==> images/io_placement.png <==
Drawn at 8 px/um. Pins as bars across the die edge, other pins in gray.
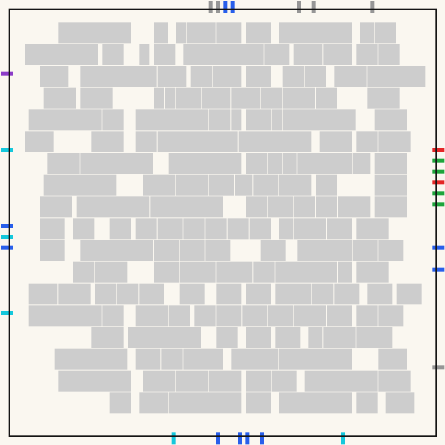
==> images/placement_by_type.png <==
Drawn at 4 px/um.
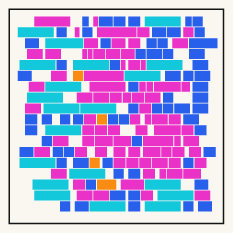
==> images/wires.png <==
Drawn at 4 px/um.
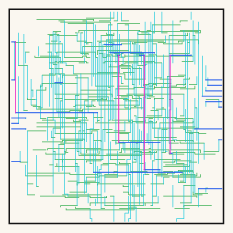
==> images/clocks.png <==
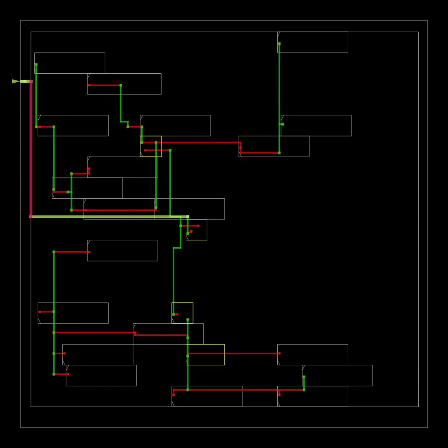
==> images/cell_density.png <==
Drawn at 8 px/um. The die is cut into 11 by 11 equal tiles; black is low, pale yellow is high, 0 to 100% covered.
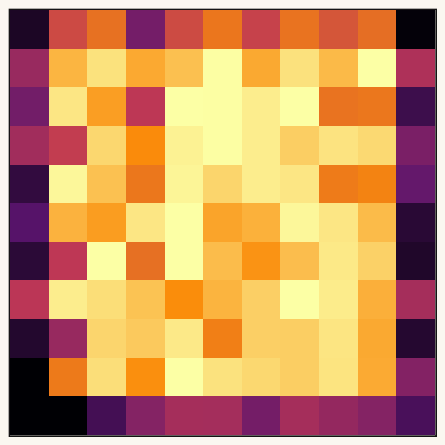
<file path="config.mk">
export PLATFORM = sky130hd
export DESIGN_NAME = dest_tag_match_tracker
export DESIGN_NICKNAME = d
export VERILOG_FILES = /design/src/rtl/dest_tag_match_tracker.sv
export SDC_FILE = /design/constraint.sdc
export NUM_CORES = 1
export LEC_CHECK = 0
export CORE_UTILIZATION = 46
export CTS_BUF_LIST = sky130_fd_sc_hd__clkbuf_4 sky130_fd_sc_hd__clkbuf_8
export CTS_CLUSTER_SIZE = 14
export DETAILED_ROUTE_END_ITERATION = 8
export GPL_ROUTABILITY_DRIVEN = 1
export PLACE_DENSITY_LB_ADDON = 0.25
export SYNTH_ARGS = -nofsm -noshare
export SYNTH_HDL_FRONTEND = slang
export SYNTH_SLANG_ARGS = --single-unit
</file>
<file path="constraint.sdc">
create_clock -name clk -period 1.4 [get_ports clk]
set_input_delay 0.35 -clock clk [delete_from_list [all_inputs] [get_ports clk]]
set_output_delay 0.35 -clock clk [all_outputs]
set_load 0.02 [all_outputs]
</file>
<file path="src/rtl/dest_tag_match_tracker.sv">
// -----------------------------------------------------------------------------
// dest_tag_match_tracker
//
// Purpose:
//   Tracks the destination register indices of in-flight instructions in a
//   DEPTH-entry tag pipeline (entry 0 = youngest). Each cycle, NUM_SRC source
//   indices are compared against every valid entry. For each source the block
//   reports whether it hit, and which is the youngest matching stage. These
//   results drive hazard detection and forwarding select.
//
// Configuration macro:
//   DEST_TAG_ZERO_FILTER_EN - when defined, writes to register index 0 are
//   never captured as valid. As a result rs=0 never hits and never counts.
//
// Ports:
//   clk          in   clock; all state updates on the rising edge
//   rst_n        in   asynchronous active-low reset
//   i_stall      in   hold all entries this cycle (entering instr not captured)
//   i_flush      in   invalidate all entries; beats stall and the new entry
//   i_rd_valid   in   entering instruction writes a register
//   i_rd         in   [ADDR_W]          destination index of entering instr
//   i_rs         in   [NUM_SRC*ADDR_W]  source s at [s*ADDR_W +: ADDR_W]
//   o_hit        out  [NUM_SRC]         source s matches a valid entry
//   o_hit_stage  out  [NUM_SRC*STG_W]   youngest matching entry, 0 if no hit
//   o_valid_cnt  out  [CNT_W]           registered number of valid entries
// -----------------------------------------------------------------------------
module dest_tag_match_tracker #(
    parameter int ADDR_W  = 5,
    parameter int DEPTH   = 3,
    parameter int NUM_SRC = 2,
    parameter int STG_W   = (DEPTH > 1) ? $clog2(DEPTH) : 1,
    parameter int CNT_W   = $clog2(DEPTH + 1)
) (
    input  logic                      clk,
    input  logic                      rst_n,
    input  logic                      i_stall,
    input  logic                      i_flush,
    input  logic                      i_rd_valid,
    input  logic [ADDR_W-1:0]         i_rd,
    input  logic [NUM_SRC*ADDR_W-1:0] i_rs,
    output logic [NUM_SRC-1:0]        o_hit,
    output logic [NUM_SRC*STG_W-1:0]  o_hit_stage,
    output logic [CNT_W-1:0]          o_valid_cnt
);

    // Entry storage: one valid bit and one tag per stage.
    logic [DEPTH-1:0]  vld_q, vld_d;
    logic [ADDR_W-1:0] tag_q [DEPTH];
    logic [ADDR_W-1:0] tag_d [DEPTH];
    logic [CNT_W-1:0]  cnt_q, cnt_d;

    // Valid bit presented to entry 0 on an advance.
    logic new_vld;

    always_comb begin
`ifdef DEST_TAG_ZERO_FILTER_EN
        // Register x0 is hard-wired, so a write to it is never a producer.
        new_vld = i_rd_valid & (i_rd != '0);
`else
        new_vld = i_rd_valid;
`endif
    end

    // Next-state: flush > stall > advance.
    always_comb begin
        vld_d = vld_q;
        cnt_d = cnt_q;
        for (int k = 0; k < DEPTH; k++) begin
            tag_d[k] = tag_q[k];
        end

        if (i_flush) begin
            // Tags hold; only the valid bits and the count clear.
            vld_d = '0;
            cnt_d = '0;
        end else if (!i_stall) begin
            vld_d[0] = new_vld;
            tag_d[0] = i_rd;
            for (int k = 1; k < DEPTH; k++) begin
                vld_d[k] = vld_q[k-1];
                tag_d[k] = tag_q[k-1];
            end
            // Add the incoming valid bit and drop the valid bit of the oldest
            // entry, which leaves the pipeline. The count stays in 0..DEPTH,
            // so this sum cannot wrap.
            cnt_d = cnt_q + CNT_W'(new_vld) - CNT_W'(vld_q[DEPTH-1]);
        end
    end

    always_ff @(posedge clk or negedge rst_n) begin
        if (!rst_n) begin
            vld_q <= '0;
            cnt_q <= '0;
            for (int k = 0; k < DEPTH; k++) begin
                tag_q[k] <= '0;
            end
        end else begin
            vld_q <= vld_d;
            cnt_q <= cnt_d;
            for (int k = 0; k < DEPTH; k++) begin
                tag_q[k] <= tag_d[k];
            end
        end
    end

    // Compare: purely combinational on the registered entries and live i_rs.
    logic [DEPTH-1:0] match [NUM_SRC];

    always_comb begin
        o_hit       = '0;
        o_hit_stage = '0;
        for (int s = 0; s < NUM_SRC; s++) begin
            match[s] = '0;
            for (int k = 0; k < DEPTH; k++) begin
                // Bitwise XNOR, then an AND reduction across the index.
                match[s][k] = vld_q[k] & (&(~(tag_q[k] ^ i_rs[s*ADDR_W +: ADDR_W])));
            end
            o_hit[s] = |match[s];
            // Scan from the oldest entry to the youngest, so that the youngest
            // matching producer is the last one written.
            for (int k = DEPTH - 1; k >= 0; k--) begin
                if (match[s][k]) begin
                    o_hit_stage[s*STG_W +: STG_W] = STG_W'(k);
                end
            end
        end
    end

    assign o_valid_cnt = cnt_q;

endmodule

</file>
==> results.tsv <==
stage	metric	value	unit
cells_and_area	diodes	0	
synth	ys_sh_aoi	0.00831	
power_and_ir_drop	seq_cell_power	0.807	mW
routing	highest_layer	met4	
global_routing	gr-total-overflow	0	
cells_and_area	drive_gt1_frac	0.524	
clock_network	cts_setup_buffers	10	
global_routing	grt_pass1_vias	1043	
setup_path	crit_type	register to output port	
run_status	violations	setup timing	
power_and_ir_drop	finalPower	1.92	mW
cells_and_area	largest_class	logic gates	
setup_path	cp_common_cell	buf_6	
global_routing	met1_usage	0.307	
setup_path	cp.required	1.05	ns
synth	synth-async-reset-ratio	1.00	
setup_path	startpoint	tag_q[12]	
synth	yosys_register_bits	20	
routing	drc	0	
final_timing	rsz0062_at_grt	true	
setup_path	cp.depth	7	
synth	yosysTopAreaCell	dfrtp_1	
routing	antenna_left	0	
power_and_ir_drop	seqPwrFrac	0.421	
clock_network	cts_root_buf	clkbuf_4	
setup_path	cp_slowest_cell	dfrtp_1	
clock_network	htreeDepth	1	
floorplan	io_pins	28	
setup_path	crit_chain	buf_6 -> xor2_4 -> nor4_4 -> and3_4 -> buf_6 -> nand3b_1 -> buf_6	
synth	synth_top_area_share	0.415	
power_and_ir_drop	comb_power	0.779	mW
power_and_ir_drop	powerDensity	969	nW/um2
power_and_ir_drop	intPower	1.29	mW
final_timing	skew	0.000310	ns
final_timing	post-route-min-period	2.12	ns
synth	netlist_logic_family_top	XOR/XNOR gates	
synth	ys_sh_xor	0.225	
synth	yosys_warnings	0	
final_timing	setup_viol	7	
synth	syn_avg_cell_area	11.8	um2
cells_and_area	clk_share	0.0183	
synth	top_cells_by_count	xor2_1 (24), dfrtp_1 (20), mux2_2 (15)	
final_timing	worst_slack	-0.723	ns
global_routing	grt_util_met2	0.456	
power_and_ir_drop	p_clk	0.331	mW
job	openroad.warnings	29	
clock_network	hold_buffers	0	
final_timing	finalClockPeriodUsage	1.52	
routing	first_pass_iters	4	
routing	wirelength	3280	um
clock_network	cts_tree	yes	
run_status	outcome	finished, violations left	
setup_path	cp_max_fo	2	
cells_and_area	syn_to_final_growth	64.2	%
clock_network	insertion_delay	0.30	ns
cells_and_area	regArea	502	um2
cells_and_area	signal_buffers	66	
final_timing	max_freq	0.471	GHz
power_and_ir_drop	p_switching	0.631	mW
final_timing	worst_pin_slew	0.323	ns
clock_network	cts_resized	64	
cells_and_area	num-fill-cells	149	
power_and_ir_drop	clockPowerShare	0.173	
## Picture notes: io_placement.png
o_hit_stage: drawn in green, pins 4, direction output, edge east. clk: drawn in purple, pins 1, direction input, edge west. i_rs: drawn in blue, pins 10, direction input, edge 4 south, 2 west, 2 north, 2 east. i_rd: drawn in cyan, pins 5, direction input, edge 3 west, 2 south. o_hit: drawn in red, pins 2, direction output, edge east.
Die X-Extent: 53.2 um
Die Y-Extent: 53.2 um

## Picture notes: placement_by_type.png
other buffers and delay cells: drawn in blue, cells 66. clock drivers and dummy loads: drawn in orange, cells 4. flops: drawn in cyan, cells 20. combinational and other logic: drawn in magenta, cells 80.
sequential share of cell area: 0.254
fin util: 0.798
Finished Cell Area: 1980 um2
core area: 2480 um2
FP Rows: 18

## Picture notes: wires.png
metal 3: drawn in blue, wire length 127 um. metal 1: drawn in green, wire length 1,350 um. metal 2: drawn in cyan, wire length 1,720 um. metal 4: drawn in magenta, wire length 92.5 um.
Via Count: 1,008
drt wl/cell: 16.4 um

## Picture notes: clocks.png
seq_cells: 20
CTS Sinks: 20
clkbuf count: 4

## Picture notes: cell_density.png
56% of the tiles are over 75% full. 3.3% of the tiles are nearly empty. The mean over all tiles is 69%. The fullest tile reaches 100%.
fp_density: 0.486

==> stage by stage <==
stage	hold slack, ns	area, um2	cells	utilization	worst slack, ns
4_1_cts	0.384	1890	197	0.762	-0.739
3_5_place_dp	0.564	1730	183	0.696	-1.30
6_report	0.385	1980	200	0.798	-0.723
5_1_grt	0.382	1980	200	0.798	-0.888
3_3_place_gp	0.532	1730	183	0.696	-1.22
2_1_floorplan	0.0544	1230	102	-	-0.188
==> final timing paths <==
check,to
max,o_hit[0]
min,tag_q[4]
max reg2reg,o_valid_cnt[1]
min reg2reg,tag_q[3]
max in group asynchronous,o_valid_cnt[0]
min in group clk,tag_q[3]
==> sequential cells by signal (all words and copies together), names as in the netlist <==
name         flops
o_valid_cnt      2
vld_q            3
tag_q           15
